Design uart_tx_tl, sky130hd; sources not shown.
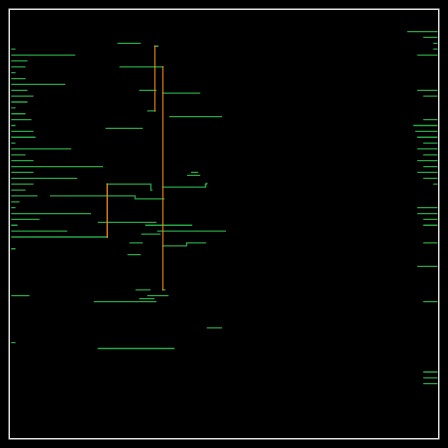
(metal layers overlaid)
Two of the layers only.
met3: in green, wire length 522 um. met4: in orange, wire length 78.9 um.
overall via count from detail_route: 2658
overall fraction of global-route tracks in use: 13.8%
wire length after detailed routing: 6810 um
final routed wire length divided by cell count: 11.6 um

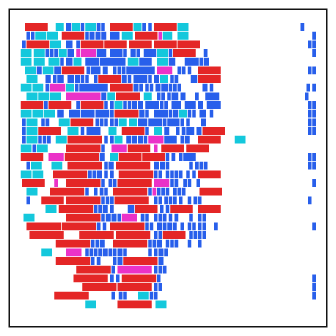
(placed cells, one color a class)
flip-flops: in red, cells 73, share of their area 43%. other buffers and delay cells: in cyan, cells 64, share of their area 14%. clock drivers and dummy loads: in magenta, cells 16, share of their area 4.9%. all other logic: in blue, cells 327, share of their area 38%.
fraction of the core area covered by cells at the end of the flow: 51.3%
flop share of the area: 41.7%
Finished Cell Area: 4280 um^2
number of placement rows: 33
placeable core area: 8340 um^2

==> notes.org <==
#+TITLE: Implementation results

** STA
- Number of setup violations in the final report :: 1
- After layout, the minimum clock period comes to 2.13 ns.
- At the pin with the least slew margin, the transition time is ~0.64 ns.
- The final timing summary puts the cycle share of the worst path at 102%.
- Max Clock Skew :: 0.00827 ns
- Final worst setup slack :: -0.0350 ns
- The final hold violation count recorded for this run is 0.

** GRT
- Met3 layer usage reported by global route :: between 4 and 5%
- Maximum number of pins on one net before global-route repair :: 18
- The via count of the first global-routing pass came to around 2500.
- Initial antenna violation count :: 0

** Job
- In this run the maximum-capacitance check reported violations numbering 0.

** Final layout
- Leaving out filler cells and counting taps, the final layout contains 585.

** Yosys
- Cell count listed in synth_stat.txt :: approximately 400
- Sequential fraction of the synthesis area :: around half
- Post-synthesis area per instance :: 8.47 um^2

** Worst setup path
- STA puts the critical path data arrival time at approximately 2.4 ns.

** Run status
- Violated checks :: negative setup slack
- The run finished, with violations left.

** Floorplan
- The die is slightly below 100 um wide.

** Power and ir drop
- The net switching power in the latest report is 1.78 mW.
- Cell internal power was estimated by the tool at slightly above 3 mW.

** Drt
- Per the detail_route report, DRC violations left total 0.
==> timing repair <==
item	CTS	global route
hold buffers	0	0
buffers inserted	0	2
pin swaps	1	9
hold endpoints to repair	0	0
setup endpoints to repair	2	3
gates resized	5	10
==> worst register-to-register path: cells and delay by family, from the launching register on <==
family	cells	cell delay, ns
AOI/OAI and AO/OA	4	0.40
adders and majority gates	3	0.66
buffers and inverters	4	0.33
DFF	1	0.34
and+or+nand+nor	2	0.17
==> metrics by stage <==
stage               util, %  hold slack (ns)  TNS [ns]
global placement       48.2            0.406     -3.12
global route           51.3            0.451    -0.119
detailed placement     48.2            0.423     -4.11
finish                 51.3            0.426   -0.0350
floorplan                 -            0.397         0
CTS                    50.6            0.433         0
==> cell families after synthesis <==
group           count (synthesis)  synth area share [%]
buf+inv                       102                  14.9
fa+ha+maj                      14                  5.26
compound gates                 27                  4.07
other cells                     1                 0.108
simple gates                  192                  24.1
xor+xnor                        1                 0.252
flops                          73                  51.3
==> cell usage after synthesis <==
cell type,count,area [um^2]
sky130_fd_sc_hd__nand3_1,21,105
sky130_fd_sc_hd__o21ai_1,6,30.0
sky130_fd_sc_hd__o31ai_1,1,7.51
sky130_fd_sc_hd__buf_2,2,10.0
sky130_fd_sc_hd__or2_1,1,6.26
sky130_fd_sc_hd__nor3_1,3,15.0
sky130_fd_sc_hd__xor2_1,1,8.76
sky130_fd_sc_hd__nand2_2,2,12.5
sky130_fd_sc_hd__o21ai_2,1,8.76
sky130_fd_sc_hd__or2_0,1,6.26
sky130_fd_sc_hd__a21oi_1,14,70.1
sky130_fd_sc_hd__nor2_4,1,11.3
sky130_fd_sc_hd__inv_4,1,6.26
sky130_fd_sc_hd__nand4_1,2,12.5
sky130_fd_sc_hd__buf_6,2,22.5
sky130_fd_sc_hd__nor2_2,2,12.5
sky130_fd_sc_hd__edfxtp_1,32,961
sky130_fd_sc_hd__nand2_4,4,45.0
sky130_fd_sc_hd__and3_4,1,11.3
sky130_fd_sc_hd__fa_1,1,20.0
sky130_fd_sc_hd__ha_1,13,163
sky130_fd_sc_hd__nor2_1,52,195
sky130_fd_sc_hd__clkbuf_1,2,7.51
sky130_fd_sc_hd__buf_4,31,233
sky130_fd_sc_hd__nor4_1,2,12.5
sky130_fd_sc_hd__nand3_2,2,20.0
sky130_fd_sc_hd__inv_2,5,18.8
sky130_fd_sc_hd__inv_1,59,221
sky130_fd_sc_hd__nand2_1,97,364
sky130_fd_sc_hd__dfxtp_1,41,821
sky130_fd_sc_hd__conb_1,1,3.75
sky130_fd_sc_hd__o21ai_0,5,25.0
sky130_fd_sc_hd__and2_1,1,6.26
==> final cells by class <==
type | count | area share, %
inverters | 65 | 5.76
clock buffers | 12 | 3.16
flip-flops and latches | 73 | 41.7
well taps | 105 | 3.07
repair buffers | 64 | 14.0
multi-input cells | 262 | 30.7
clock inverters | 4 | 1.58
==> power by group through the flow <==
stage | combinational, mW | sequential [mW] | clock [mW]
6_report | 1.86 | 1.83 | 1.13
5_1_grt | 2.09 | 1.86 | 1.21
4_1_cts | 1.74 | 1.83 | 1.15
3_5_place_dp | 1.73 | 1.86 | 0
3_3_place_gp | 1.66 | 1.84 | 0
2_1_floorplan | 1.26 | 1.82 | 0
No activity file was given, so power comes from the tool's default toggle rates.
